===== src/rtl/reg_wb_arb_pkg.sv =====
// Shared constants and types for the write-back arbiter.
// Holds the register-file geometry (REG_LEN data bits, REG_NUM registers),
// the default number of outstanding loads (WB_LD_DEPTH), and the type that
// names which producer owns the write port in a given cycle.
package reg_wb_arb_pkg;

   localparam int REG_LEN     = 32;
   localparam int REG_NUM     = 32;
   localparam int WB_ADDR_LEN = $clog2(REG_NUM);
   localparam int WB_LD_DEPTH = 2;

   // Number of decode operands checked for hazards: rs1, rs2 and rd.
   localparam int WB_NUM_CHK  = 3;

   typedef enum logic [1:0] {
      SRC_NONE,
      SRC_LOAD,
      SRC_SKID,
      SRC_ALU
   } wb_src_e;

endpackage


===== src/rtl/wb_tag_fifo.sv =====
// Tag FIFO that remembers the destination register of every load still in
// flight to data memory. Loads return in order, so the head entry always
// belongs to the next response.
// Ports:
//   clk, rst        clock and synchronous active-high reset
//   push, push_rd   append a destination tag
//   pop             drop the head tag (only while not empty)
//   head_rd         destination of the oldest outstanding load
//   full, empty     occupancy flags
//   chk, hit        per-operand "matches some valid entry" flags
module wb_tag_fifo #(
   parameter int ADDR_LEN = 5,
   parameter int LD_DEPTH = 2,
   parameter int NUM_CHK  = 3
) (
   input  logic                              clk,
   input  logic                              rst,
   input  logic                              push,
   input  logic [ADDR_LEN-1:0]               push_rd,
   input  logic                              pop,
   output logic [ADDR_LEN-1:0]               head_rd,
   output logic                              full,
   output logic                              empty,
   input  logic [NUM_CHK-1:0][ADDR_LEN-1:0]  chk,
   output logic [NUM_CHK-1:0]                hit
);

   localparam int PTR_W = (LD_DEPTH > 1) ? $clog2(LD_DEPTH) : 1;

   logic [ADDR_LEN-1:0] entry [LD_DEPTH];
   logic [LD_DEPTH-1:0] valid;
   logic [PTR_W-1:0]    wr_ptr;
   logic [PTR_W-1:0]    rd_ptr;

   assign head_rd = entry[rd_ptr];
   assign full    = &valid;
   assign empty   = ~|valid;

   // Circular buffer with one valid bit per slot. A push and a pop in the
   // same cycle while full both target the same slot; the push is written
   // last so the slot stays valid and holds the new tag.
   always_ff @(posedge clk) begin
      if (rst) begin
         valid  <= '0;
         wr_ptr <= '0;
         rd_ptr <= '0;
      end else begin
         if (pop) begin
            valid[rd_ptr] <= 1'b0;
            rd_ptr        <= rd_ptr + 1'b1;
         end
         if (push) begin
            entry[wr_ptr] <= push_rd;
            valid[wr_ptr] <= 1'b1;
            wr_ptr        <= wr_ptr + 1'b1;
         end
      end
   end

   // Compare every decode operand against every live slot in parallel so
   // the hazard check does not depend on FIFO order.
   always_comb begin
      hit = '0;
      for (int i = 0; i < NUM_CHK; i++) begin
         for (int j = 0; j < LD_DEPTH; j++) begin
            if (valid[j] && (entry[j] == chk[i])) begin
               hit[i] = 1'b1;
            end
         end
      end
   end

endmodule


===== src/rtl/reg_wb_arb.sv =====
// Write-back arbiter for the register file's single write port.
// Merges single-cycle ALU results and in-order load responses, keeps the
// destinations of outstanding loads in a tag FIFO, parks an ALU result that
// collides with a load response in a one-entry skid register, and raises a
// decode stall on any RAW/WAW hazard with a register not yet written.
// Ports:
//   clk, rst                         clock, synchronous active-high reset
//   alu_valid/alu_rd/alu_d/alu_ready ALU result handshake
//   ld_issue/ld_issue_rd/ld_issue_ready  load issue (tag push)
//   ld_resp_valid/ld_resp_d          load data return (tag pop)
//   chk_rs1/chk_rs2/chk_rd, stall    decode hazard query
//   reg_wr/rd/rd_d                   registered register-file write port
//   err                              sticky: response with no load pending
module reg_wb_arb
   import reg_wb_arb_pkg::*;
#(
   parameter int ADDR_LEN = WB_ADDR_LEN,
   parameter int LD_DEPTH = WB_LD_DEPTH
) (
   input  logic                clk,
   input  logic                rst,
   input  logic                alu_valid,
   input  logic [ADDR_LEN-1:0] alu_rd,
   input  logic [REG_LEN-1:0]  alu_d,
   output logic                alu_ready,
   input  logic                ld_issue,
   input  logic [ADDR_LEN-1:0] ld_issue_rd,
   output logic                ld_issue_ready,
   input  logic                ld_resp_valid,
   input  logic [REG_LEN-1:0]  ld_resp_d,
   input  logic [ADDR_LEN-1:0] chk_rs1,
   input  logic [ADDR_LEN-1:0] chk_rs2,
   input  logic [ADDR_LEN-1:0] chk_rd,
   output logic                stall,
   output logic                reg_wr,
   output logic [ADDR_LEN-1:0] rd,
   output logic [REG_LEN-1:0]  rd_d,
   output logic                err
);

   logic                                   fifo_full;
   logic                                   fifo_empty;
   logic [ADDR_LEN-1:0]                    head_rd;
   logic [WB_NUM_CHK-1:0]                  fifo_hit;
   logic [WB_NUM_CHK-1:0][ADDR_LEN-1:0]    chk;

   logic                skid_valid;
   logic [ADDR_LEN-1:0] skid_rd;
   logic [REG_LEN-1:0]  skid_d;

   logic                resp_ok;
   logic                push;
   logic                alu_take;
   wb_src_e             src;
   logic [ADDR_LEN-1:0] nxt_rd;
   logic [REG_LEN-1:0]  nxt_d;

   assign chk = {chk_rd, chk_rs2, chk_rs1};

   // A response only counts when a tag is waiting for it; a stray one is
   // flagged as an error and leaves the write port free.
   assign resp_ok = ld_resp_valid && !fifo_empty;

   // ld_issue_ready shows the pre-pop occupancy, but an issue that coincides
   // with a response still fits because the pop frees a slot at the edge.
   assign ld_issue_ready = !fifo_full;
   assign push           = ld_issue && (!fifo_full || resp_ok);

   assign alu_ready = !skid_valid;
   assign alu_take  = alu_valid && !skid_valid;

   wb_tag_fifo #(
      .ADDR_LEN (ADDR_LEN),
      .LD_DEPTH (LD_DEPTH),
      .NUM_CHK  (WB_NUM_CHK)
   ) u_tag_fifo (
      .clk     (clk),
      .rst     (rst),
      .push    (push),
      .push_rd (ld_issue_rd),
      .pop     (resp_ok),
      .head_rd (head_rd),
      .full    (fifo_full),
      .empty   (fifo_empty),
      .chk     (chk),
      .hit     (fifo_hit)
   );

   // Pick this cycle's owner of the write port: load response first because
   // memory cannot be held off, then the parked skid entry, then a fresh
   // ALU result.
   always_comb begin
      src    = SRC_NONE;
      nxt_rd = head_rd;
      nxt_d  = ld_resp_d;
      if (resp_ok) begin
         src = SRC_LOAD;
      end else if (skid_valid) begin
         src    = SRC_SKID;
         nxt_rd = skid_rd;
         nxt_d  = skid_d;
      end else if (alu_take) begin
         src    = SRC_ALU;
         nxt_rd = alu_rd;
         nxt_d  = alu_d;
      end
   end

   // Registered write port plus skid bookkeeping. Writes to x0 still consume
   // their producer but never assert reg_wr.
   always_ff @(posedge clk) begin
      if (rst) begin
         reg_wr     <= 1'b0;
         rd         <= '0;
         rd_d       <= '0;
         err        <= 1'b0;
         skid_valid <= 1'b0;
      end else begin
         if (ld_resp_valid && fifo_empty) begin
            err <= 1'b1;
         end
         reg_wr <= (src != SRC_NONE) && (nxt_rd != '0);
         if (src != SRC_NONE) begin
            rd   <= nxt_rd;
            rd_d <= nxt_d;
         end
         if (resp_ok && alu_take) begin
            skid_valid <= 1'b1;
            skid_rd    <= alu_rd;
            skid_d     <= alu_d;
         end else if (src == SRC_SKID) begin
            skid_valid <= 1'b0;
         end
      end
   end

   // A nonzero operand is hazardous while its register is still owed a
   // write: queued in the tag FIFO, parked in skid, or being committed now.
   always_comb begin
      stall = 1'b0;
      for (int i = 0; i < WB_NUM_CHK; i++) begin
         if ((chk[i] != '0) &&
             (fifo_hit[i] || (skid_valid && (chk[i] == skid_rd)) ||
              (reg_wr && (chk[i] == rd)))) begin
            stall = 1'b1;
         end
      end
   end

endmodule

===== config.mk =====
export PLATFORM = sky130hd
export DESIGN_NAME = reg_wb_arb
export DESIGN_NICKNAME = d
export VERILOG_FILES = /design/src/rtl/reg_wb_arb_pkg.sv /design/src/rtl/wb_tag_fifo.sv /design/src/rtl/reg_wb_arb.sv
export SDC_FILE = /design/constraint.sdc
export NUM_CORES = 1
export LEC_CHECK = 0
export CAP_MARGIN = 20
export CORE_MARGIN = 2
export CORE_UTILIZATION = 37
export DETAILED_ROUTE_END_ITERATION = 7
export PLACE_DENSITY_LB_ADDON = 0.3
export SETUP_SLACK_MARGIN = 0.02
export SLEW_MARGIN = 0
export SYNTH_ARGS = -nofsm -noshare
export SYNTH_HDL_FRONTEND = slang
export SYNTH_SLANG_ARGS = --single-unit
export TNS_END_PERCENT = 30

===== constraint.sdc =====
create_clock -name clk -period 3 [get_ports clk]
set_input_delay 0.6 -clock clk [delete_from_list [all_inputs] [get_ports clk]]
set_output_delay 0.6 -clock clk [all_outputs]
set_load 0.03 [all_outputs]

==> flow_summary.json, run 1 <==
{
  "status": "finished, final reports clean",
  "drc_errors": 0,
  "grt_pass1_wl_um": 20530,
  "synth_area_um2": 4632,
  "die_h_um": 115.9,
  "n_all_buffers": 144,
  "path_buffers": 2,
  "grt_start_max_net_pins": 53,
  "yosysUniqueCellTypes": 36,
  "via_per_inst": 5.110,
  "final.setup.tns_ns": 0,
  "clk_latency_ns": 0.34,
  "rsz0062_at_grt": "no",
  "avgSynthCellArea_um2": 10.07,
  "fillers": 1101,
  "fin_worst_skew_ns": 0.007201,
  "cpLargestDelayFamily": "buffers and inverters",
  "synth_warnings": 0,
  "ff2ff_setup_slack_ns": 0.78,
  "critPathCaptureType": "primary output",
  "drive_above_1_share_pct": 6.239,
  "ant_nets": 0,
  "nNonClkInverters": 2,
  "crit_path_frequent_cell": "nand3_1",
  "min_path_type": "flip-flop to flip-flop",
  "fp_util_pct": 38.24,
  "hold_depth": 2,
  "startpoint": "chk_rs1[1]",
  "slew_headroom_pct": 49.33,
  "postCtsSetupBuffers": 0,
  "io_pins": 136,
  "muxShareOfSynthArea_pct": 7.996,
  "yosys.area_share.xor_xnor_pct": 11.72,
  "aoi_share_pct": 12.67,
  "core_area_um2": 12110
}
-- run 1: what timing repair did --
action / CTS / global route
gates resized: 0 / 3
endpoints found under the setup margin: 0 / 1
hold endpoints to repair: 0 / 0
-- run 1: flip-flops by register name, indices dropped and copies added, names as in the netlist, named ones only --
| register | count |
|---|---|
| err | 1 |
| rd | 5 |
| rd_d | 32 |
| reg_wr | 1 |
| skid_d | 32 |
| skid_rd | 5 |
| skid_valid | 1 |
| u_tag_fifo.entry | 10 |
| u_tag_fifo.rd_ptr | 1 |
| u_tag_fifo.valid | 2 |
| u_tag_fifo.wr_ptr | 1 |
-- run 1: cells in the final DEF (no fill, tap or decap), types with 2 or more instances in the layout --
master and count:
nor4_1 11, o21ai_1 3, nor2_1 23, dfxtp_1 45
nand2_1 69, clkdlybuf4s50_1 129, xnor2_1 19, a21oi_1 37
a211oi_1 2, o211ai_1 32, nand4_1 3, or4_1 3
buf_4 10, clkinv_2 3, a31oi_1 4, o31ai_1 2
o21ai_0 4, edfxtp_1 47, clkbuf_16 9, o22ai_1 2
dlymetal6s2s_1 3, a31o_2 2, buf_2 2, xor2_1 43
clkinvlp_4 2, nor3_1 6, mux2i_1 37, nand3_1 12
-- run 1: worst min-delay path: cells and delay by family, from the launching register on --
kind / cells / cell delay (ns)
AOI/OAI and AO/OA: 1 / 0.04
and+or+nand+nor: 1 / 0.07
DFF: 1 / 0.33
-- run 1: through the flow --
stage	hold WS (ns)	util (%)	instances	cell area, um^2	total power, W
5_1_grt	0.5433	52.35	745	6340	0.003491
6_report	0.4773	52.35	745	6340	0.003338
3_5_place_dp	0.4676	49.87	729	6040	0.002244
4_1_cts	0.4867	52.28	745	6332	0.003371
3_3_place_gp	0.4619	49.87	729	6040	0.002231
2_1_floorplan	0.4941	-	460	4632	0.001922
### Metal 1, run 1

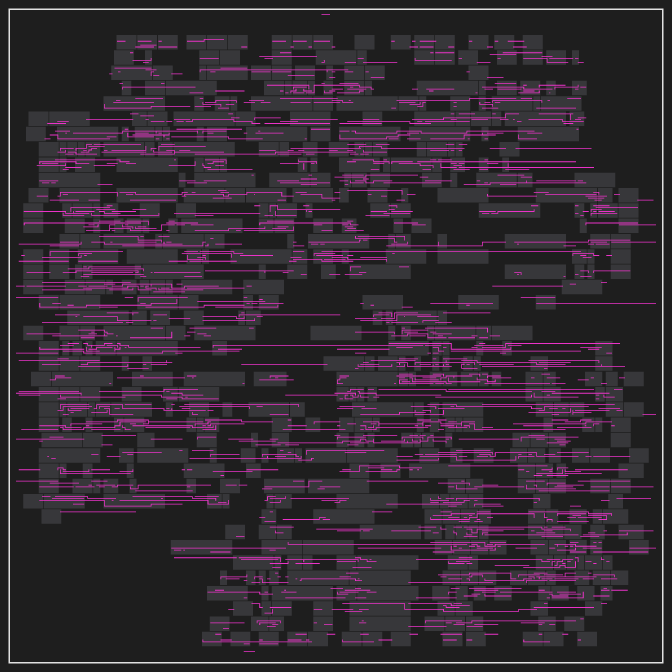
nets with wire on the layer: 602
share of all routed wire: 43%
longest straight run: 46.0 um
main direction: horizontal
wire length on this layer: 5,650 um

### Metal 2, run 1

Scale bar: 20 um.
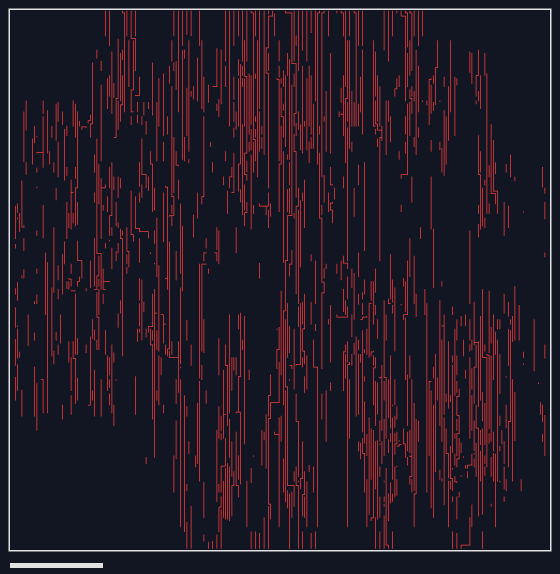
wire length on this layer: 6,500 um
nets with wire on the layer: 554

### Met3 routing, run 1

Scale bar: 20 um.
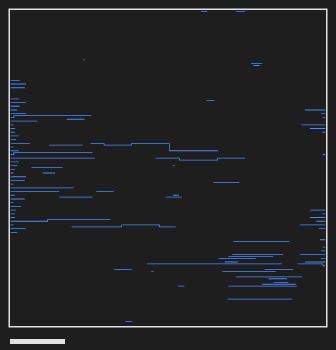
main direction: horizontal
wire length on this layer: 807 um

### The clock network, run 1

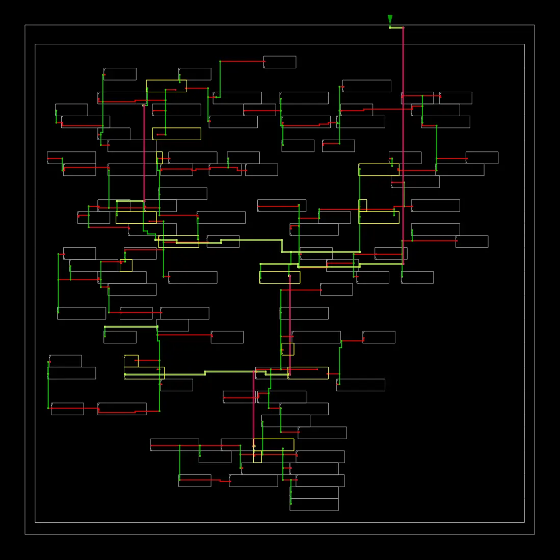

==> inputs of run 2 (changes only) <==
CELL_PAD_IN_SITES_DETAIL_PLACEMENT = 1   (was not set)
CELL_PAD_IN_SITES_GLOBAL_PLACEMENT = 2   (was not set)
CORE_UTILIZATION = 29   (was 37)
### The clock network, run 2

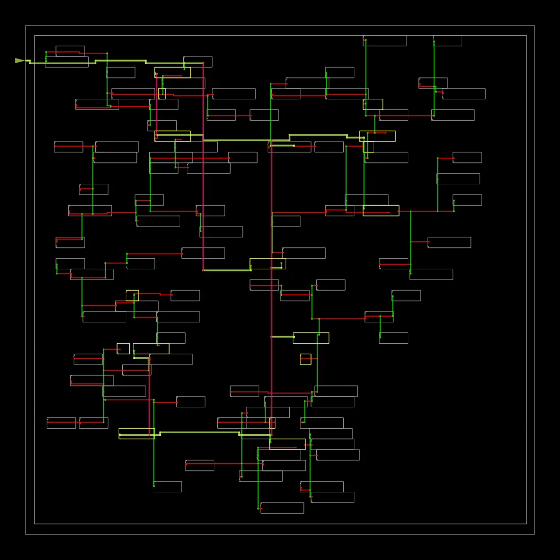
TritonCTS sink count: 92
Seq cells: 92
Max Clock Skew: 0.004081 ns

==> run 2 against run 1 <==
Against the previous run: combinational power is 2% higher; sequential power hardly changed; critical path depth stayed put; count of clock-buffer cells in the layout is 1 higher; core utilization is 12 points lower; largest power group unchanged; via count is 1.1% higher; wire length is 11% higher; clock power is 4% lower; die area is 27% higher; non-clock buffer count is 2 higher; worst hold slack worse by 0.0037 ns; register-to-register slack better by 0.19 ns.
==> flow_summary.json, run 2 <==
{
  "ant_nets": 0,
  "synth_area_um2": 4632,
  "aoi_share_pct": 12.67,
  "synth_warnings": 0,
  "post-route-util_pct": 40.68,
  "status": "finished, final reports clean",
  "fp_util_pct": 29.37,
  "place_area_um2": 6113,
  "yosysUniqueCellTypes": 36,
  "via_per_inst": 4.840,
  "yosys.area_share.xor_xnor_pct": 11.72,
  "power_w": 0.003313,
  "holdWs_ns": 0.4737,
  "reg_top3": "rd_d (32), skid_d (32), u_tag_fifo.entry (10)",
  "layout_top_cell": "clkdlybuf4s50_1",
  "clk_latency_ns": 0.35,
  "min_from": "err$_SDFFE_PP0P_",
  "drc_errors": 0,
  "die_h_um": 130.4,
  "dp_cells": 779,
  "drive_above_1_share_pct": 6.908,
  "final.setup.tns_ns": 0,
  "hold_depth": 2,
  "final_cells": 795,
  "grt_start_max_net_pins": 46,
  "io_pins": 136,
  "avgSynthCellArea_um2": 10.07,
  "muxShareOfSynthArea_pct": 7.996,
  "min_path_type": "flip-flop to flip-flop",
  "grt_pass1_wl_um": 22450,
  "layout_top_cells": "clkdlybuf4s50_1, nand2_1, edfxtp_1, dfxtp_1, xor2_1",
  "slew_headroom_pct": 51.99,
  "rsz0062_at_grt": "no",
  "critPathCaptureType": "primary output",
  "dp_hpwl_um": 10280
}
==> run 2: layout make-up <==
class | instances | area (um^2)
fillers | 1774 | 9355
well taps | 216 | 270.3
multi-input cells | 323 | 2120
repair buffers | 146 | 1424
flip-flops and latches | 92 | 2312
clock buffers | 11 | 242.7
clock inverters | 5 | 37.54
inverters | 2 | 8.758
==> run 2: worst max-delay path by stage <==
stage	startpoint	cells after the start	slack, ns	end
6_report	chk_rs1[3]	8	0.14	stall
5_1_grt	chk_rs1[3]	8	0.03	stall
4_1_cts	chk_rs2[2]	8	0.13	stall
3_5_place_dp	chk_rs2[3]	8	0.13	stall
3_3_place_gp	chk_rs1[3]	8	0.16	stall
2_1_floorplan	alu_valid	4	0.45	skid_d[0]$_DFFE_PP_
==> run 2: critical path, cell delays in order <==
cell             delay, ns
clkdlybuf4s50_1       0.55
xor2_1                0.21
nor4_1                0.29
nand3_1               0.12
o31ai_1               0.11
o22ai_1               0.12
nand3_1               0.11
buf_4                 0.16
==> run 2: power by group <==
part	internal [W]	switching, W	leakage (nW)
clock network	0.000586	0.000496	0.132
registers	0.00140	0.0000832	0.799
logic	0.000354	0.000390	1.45
total	0.00234	0.000970	2.38
==> run 2: what timing repair did <==
| item | in CTS | in global routing |
|---|---|---|
| resized | 0 | 4 |
| buffers inserted | 0 | 0 |
| endpoints found under the setup margin | 0 | 1 |
==> run 2: layer usage <==
layer | GRT usage (%) | vias to the layer above
met5 | 0 | -
met2 | 28.95 | 93
li1 | - | 1862
met3 | 4.194 | 14
met4 | 5.632 | 0
met1 | 22.64 | 1879
==> run 2: kinds of logic after synthesis <==
| group | after synthesis |
|---|---|
| muxes | 37 |
| buffers and inverters | 45 |
| xor gates and xnor gates | 62 |
| and+or+nand+nor | 132 |
| AOI/OAI and AO/OA | 92 |
| DFF | 92 |
No activity file was given, so power comes from the tool's default toggle rates.
